===== src/rtl/fab_selftest_ctrl.sv =====
// Fabric self-test sequencer: streams a bitstream into config words, pulses the
// user reset, then compares fabric I/O against a gold model for a fixed window.
module fab_selftest_ctrl #(
  parameter int IO_WIDTH      = 28,
  parameter int WORD_BYTES    = 4,
  parameter int MAX_BITBYTES  = 32768,
  parameter int SETUP_CYCLES  = 2,
  parameter int GAP_CYCLES    = 2,
  parameter int SETTLE_CYCLES = 100,
  parameter int URST_CYCLES   = 5,
  parameter int CHECK_CYCLES  = 100
) (
  input  logic                             CLK,
  input  logic                             reset,
  input  logic                             start,
  output logic                             busy,
  output logic                             done,
  output logic                             pass,
  output logic                             bs_rd,
  output logic [$clog2(MAX_BITBYTES)-1:0]  bs_addr,
  input  logic [7:0]                       bs_data,
  output logic [8*WORD_BYTES-1:0]          SelfWriteData,
  output logic                             SelfWriteStrobe,
  output logic [IO_WIDTH-1:0]              O_top,
  input  logic [IO_WIDTH-1:0]              I_top,
  input  logic [IO_WIDTH-1:0]              T_top,
  input  logic [IO_WIDTH-1:0]              I_gold,
  input  logic [IO_WIDTH-1:0]              T_gold,
  output logic [15:0]                      err_count,
  output logic [15:0]                      first_err_cycle,
  output logic [IO_WIDTH-1:0]              first_err_mask
);

  // state  | meaning
  // IDLE   | waiting for start
  // FETCH  | read WORD_BYTES bytes, pack into config word
  // SETUP  | config word stable before strobe
  // STROBE | one-cycle config write pulse
  // GAP    | strobe low; next word or settle
  // SETTLE | fabric settles, O_top = 0
  // URST   | O_top bit 0 held high (user reset)
  // CHECK  | compare fabric vs gold each cycle
  // DONE   | results held until start
  typedef enum logic [3:0] {
    S_IDLE, S_FETCH, S_SETUP, S_STROBE, S_GAP, S_SETTLE, S_URST, S_CHECK, S_DONE
  } state_t;

  localparam int AW = $clog2(MAX_BITBYTES);
  localparam int DW = 8 * WORD_BYTES;
  localparam logic [AW-1:0] LAST_ADDR = AW'(MAX_BITBYTES - 1);

  state_t                state_q, state_d;
  logic [31:0]           tmr_q, tmr_d;
  logic [AW-1:0]         addr_q, addr_d;
  logic                  last_q, last_d;
  logic [DW-1:0]         pack_q, pack_d, wdata_q, wdata_d;
  logic [15:0]           err_q, err_d, ferr_cyc_q, ferr_cyc_d;
  logic [IO_WIDTH-1:0]   ferr_mask_q, ferr_mask_d, mismatch;
  logic [15:0]           chk_idx;

  assign mismatch = (I_top ^ I_gold) | (T_top ^ T_gold);
  // timer counts down, so the 0-based CHECK index is its distance from the top
  assign chk_idx  = 16'(32'(CHECK_CYCLES - 1) - tmr_q);

  always_ff @(posedge CLK) begin
    if (reset) begin
      state_q     <= S_IDLE;
      tmr_q       <= '0;
      addr_q      <= '0;
      last_q      <= 1'b0;
      pack_q      <= '0;
      wdata_q     <= '0;
      err_q       <= '0;
      ferr_cyc_q  <= '0;
      ferr_mask_q <= '0;
    end else begin
      state_q     <= state_d;
      tmr_q       <= tmr_d;
      addr_q      <= addr_d;
      last_q      <= last_d;
      pack_q      <= pack_d;
      wdata_q     <= wdata_d;
      err_q       <= err_d;
      ferr_cyc_q  <= ferr_cyc_d;
      ferr_mask_q <= ferr_mask_d;
    end
  end

  always_comb begin
    state_d         = state_q;
    tmr_d           = tmr_q;
    addr_d          = addr_q;
    last_d          = last_q;
    pack_d          = pack_q;
    wdata_d         = wdata_q;
    err_d           = err_q;
    ferr_cyc_d      = ferr_cyc_q;
    ferr_mask_d     = ferr_mask_q;
    busy            = 1'b1;
    done            = 1'b0;
    pass            = 1'b0;
    bs_rd           = 1'b0;
    SelfWriteStrobe = 1'b0;
    O_top           = '0;

    case (state_q)
      S_IDLE: busy = 1'b0;
      S_DONE: begin
        busy = 1'b0;
        done = 1'b1;
        pass = (err_q == 16'd0);
      end
      S_FETCH: begin
        bs_rd = (tmr_q != 32'd0);
        if (bs_rd) begin
          // park on the final byte so the address never leaves the bitstream
          if (addr_q == LAST_ADDR) last_d = 1'b1;
          else                     addr_d = addr_q + AW'(1);
        end
        if (tmr_q != 32'(WORD_BYTES)) pack_d = (pack_q << 8) | DW'(bs_data);
        if (tmr_q == 32'd0) begin
          state_d = S_SETUP;
          tmr_d   = 32'(SETUP_CYCLES - 1);
          wdata_d = pack_d;
        end else begin
          tmr_d = tmr_q - 32'd1;
        end
      end
      S_SETUP: begin
        if (tmr_q == 32'd0) state_d = S_STROBE;
        else                tmr_d   = tmr_q - 32'd1;
      end
      S_STROBE: begin
        SelfWriteStrobe = 1'b1;
        state_d         = S_GAP;
        tmr_d           = 32'(GAP_CYCLES - 1);
      end
      S_GAP: begin
        if (tmr_q != 32'd0) begin
          tmr_d = tmr_q - 32'd1;
        end else if (last_q) begin
          state_d = S_SETTLE;
          tmr_d   = 32'(SETTLE_CYCLES - 1);
        end else begin
          state_d = S_FETCH;
          tmr_d   = 32'(WORD_BYTES);
        end
      end
      S_SETTLE: begin
        if (tmr_q == 32'd0) begin
          state_d = S_URST;
          tmr_d   = 32'(URST_CYCLES - 1);
        end else begin
          tmr_d = tmr_q - 32'd1;
        end
      end
      S_URST: begin
        O_top = IO_WIDTH'(1);
        if (tmr_q == 32'd0) begin
          state_d = S_CHECK;
          tmr_d   = 32'(CHECK_CYCLES - 1);
        end else begin
          tmr_d = tmr_q - 32'd1;
        end
      end
      S_CHECK: begin
        if (mismatch != '0) begin
          if (err_q != 16'hFFFF) err_d = err_q + 16'd1;
          if (err_q == 16'd0) begin
            ferr_cyc_d  = chk_idx;
            ferr_mask_d = mismatch;
          end
        end
        if (tmr_q == 32'd0) state_d = S_DONE;
        else                tmr_d   = tmr_q - 32'd1;
      end
      default: state_d = S_IDLE;
    endcase

    if ((state_q == S_IDLE || state_q == S_DONE) && start) begin
      state_d     = S_FETCH;
      tmr_d       = 32'(WORD_BYTES);
      addr_d      = '0;
      last_d      = 1'b0;
      err_d       = '0;
      ferr_cyc_d  = '0;
      ferr_mask_d = '0;
    end
  end

  assign bs_addr         = addr_q;
  assign SelfWriteData   = wdata_q;
  assign err_count       = err_q;
  assign first_err_cycle = ferr_cyc_q;
  assign first_err_mask  = ferr_mask_q;

endmodule


===== config.mk =====
export PLATFORM = sky130hd
export DESIGN_NAME = fab_selftest_ctrl
export DESIGN_NICKNAME = d
export VERILOG_FILES = /design/src/rtl/fab_selftest_ctrl.sv
export SDC_FILE = /design/constraint.sdc
export NUM_CORES = 1
export LEC_CHECK = 0
export ABC_AREA = 1
export CAP_MARGIN = 40
export CORE_UTILIZATION = 45
export DETAILED_ROUTE_END_ITERATION = 7
export DONT_BUFFER_PORTS = 1
export GPL_TIMING_DRIVEN = 0
export PLACE_DENSITY = 0.61
export SLEW_MARGIN = 20
export SYNTH_ARGS = -nofsm -noshare
export SYNTH_HDL_FRONTEND = slang
export SYNTH_SLANG_ARGS = --single-unit

===== constraint.sdc =====
create_clock -name CLK -period 2.7 [get_ports CLK]
set_input_delay 0.54 -clock CLK [delete_from_list [all_inputs] [get_ports CLK]]
set_output_delay 0.54 -clock CLK [all_outputs]
set_load 0.01 [all_outputs]

==> run_summary.xml <==
<?xml version="1.0" encoding="UTF-8"?>
<metrics>
  <group name="status">
    <metric name="status" unit="">complete, no violations</metric>
  </group>
  <group name="critical_path">
    <metric name="largest_incremental_delay_on_the_critical_path" unit="ns">0.30</metric>
    <metric name="cp.buffers_inverters" unit="">3</metric>
    <metric name="setup_slack_on_the_worst_flop_to_flop_path" unit="ns">0.36</metric>
    <metric name="cp-start-kind" unit="">flop</metric>
    <metric name="crit_path_capture_type" unit="">output port</metric>
    <metric name="setup.worst_path.end" unit="">pass</metric>
    <metric name="reg_to_reg_start" unit="">state_q[3]$_SDFFE_PP0P_</metric>
    <metric name="worst-endpoint-required" unit="ns">2.16</metric>
  </group>
  <group name="final_timing">
    <metric name="worst_hold_slack" unit="ns">0.255</metric>
    <metric name="finalSetupTns" unit="ns">0</metric>
    <metric name="timing.final.crit_period" unit="ns">2.58</metric>
    <metric name="maxSlewHeadroom" unit="%">48.3</metric>
  </group>
  <group name="synth">
    <metric name="postSynthSeqShare" unit="%">33.8</metric>
    <metric name="yosys.cell_count.top_type" unit="">nand2_1</metric>
    <metric name="synthAdderAreaFrac" unit="%">0.841</metric>
    <metric name="synth-warning-count" unit="">0</metric>
    <metric name="netlist_area" unit="µm²">10400</metric>
    <metric name="synth_cells" unit="">1670</metric>
    <metric name="synth_simple_gate_area_share" unit="%">34.3</metric>
    <metric name="ys_sh_mux" unit="%">0</metric>
    <metric name="yosys-stat-cells" unit="">1670</metric>
    <metric name="synth-seq-cells" unit="">176</metric>
    <metric name="yosys.area_share.aoi" unit="%">11.1</metric>
  </group>
  <group name="placed_design">
    <metric name="place_inst" unit="">1982</metric>
    <metric name="i_o_buffers" unit="">0</metric>
    <metric name="dp.final_hpwl" unit="µm">22100</metric>
    <metric name="post_dp_cell_area" unit="µm²">10900</metric>
  </group>
  <group name="pwr">
    <metric name="power.total" unit="µW">10200</metric>
    <metric name="cellLeakagePower" unit="µW">0.00573</metric>
  </group>
  <group name="layout">
    <metric name="layout.area.seq" unit="µm²">3520</metric>
    <metric name="utilization" unit="%">50.9</metric>
    <metric name="comb_area_share" unit="%">46.6</metric>
    <metric name="layout_top_cell" unit="">nand2_1</metric>
    <metric name="clock_area_share" unit="%">5.56</metric>
    <metric name="final_layout_size_suffix_gt1_share" unit="%">7.57</metric>
    <metric name="largest_cell_class" unit="">logic gates</metric>
    <metric name="layout_overhead_on_the_synthesized_area" unit="%">10.8</metric>
  </group>
  <group name="min_path">
    <metric name="timing.hold.worst.class" unit="">primary input to flop</metric>
    <metric name="whs_endpoint" unit="">pack_q[0]$_SDFFE_PP0P_</metric>
  </group>
  <group name="cts">
    <metric name="clockRootBuffer" unit="">clkbuf_16</metric>
    <metric name="cts.htree.levels" unit="">4</metric>
    <metric name="cts_buffer_count" unit="">17</metric>
    <metric name="worst_skew_pair.late_latency" unit="ns">0.44</metric>
  </group>
  <group name="global_route">
    <metric name="grt_pass1_wl" unit="µm">45700</metric>
    <metric name="antenna_violations_before_repair" unit="">1</metric>
  </group>
  <group name="die">
    <metric name="initial_core_util" unit="%">46.0</metric>
  </group>
</metrics>
per-layer routing:
layer | routed length, µm | vias to the layer above | global-route usage (%)
met3 | 1860 | 57 | 6.09
li1 | - | 5210 | -
met5 | 12 | - | 0
met4 | 1010 | 2 | 10.2
met1 | 12500 | 4358 | 28.9
met2 | 13000 | 295 | 40.4
what timing repair did:
| action | CTS | global route |
|---|---|---|
| pin swaps | 1 | 1 |
| setup buffers | 1 | 0 |
| resized | 2 | 5 |
| gates cloned | 0 | 0 |
| setup endpoints to repair | 1 | 2 |
| hold buffers | 0 | 0 |
worst min-delay path, stage by stage:
cell	delay, ns
a21oi_1	0.02
o21ai_1	0.06
inv_1	0.04
power breakdown:
group          switching, µW  internal, µW
clock network           1300          1290
registers                381          3000
logic                   2880          1380
total                   4560          5680
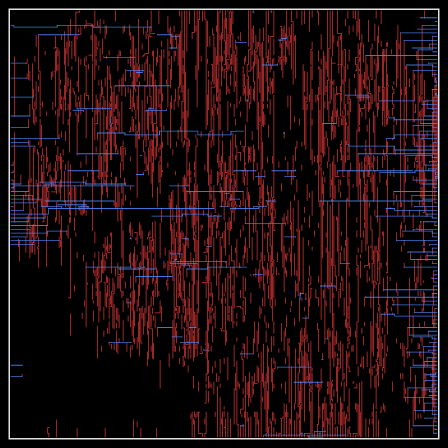
*Signal wires by layer*
Only two layers are drawn.
| layer | colour | wire length |
|---|---|---|
| metal 2 | red | 13,000 µm |
| metal 3 | blue | 1,860 µm |
aggregate global-route resource usage: 24.0%
routed wirelength normalized by instance count: 14.1 µm
total number of vias: 9,922
total wire length: 28,400 µm

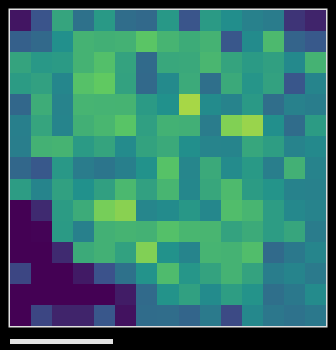
*Cell density map*
Scale bar: 50 µm. 15 x 15 tiles, from dark purple (low) to yellow (high), 0 to 100% covered.
tiles over 75% full: 3.1%
emptiest ninth of the die: bottom left
fullest tile: 87%
mean over tiles: 47%
nearly empty tiles: 5.8%

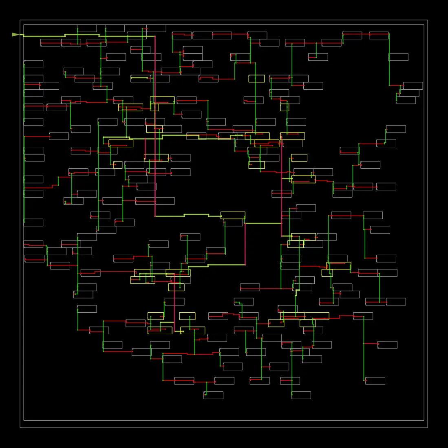
*Clock wiring as the flow saved it*
Power Clock: 2600 µW
registers: 176
clock sink count: 176
clock buffers: 17
Fin Clk Skew: 0.0200 ns

Power and IR drop assume default switching activity.
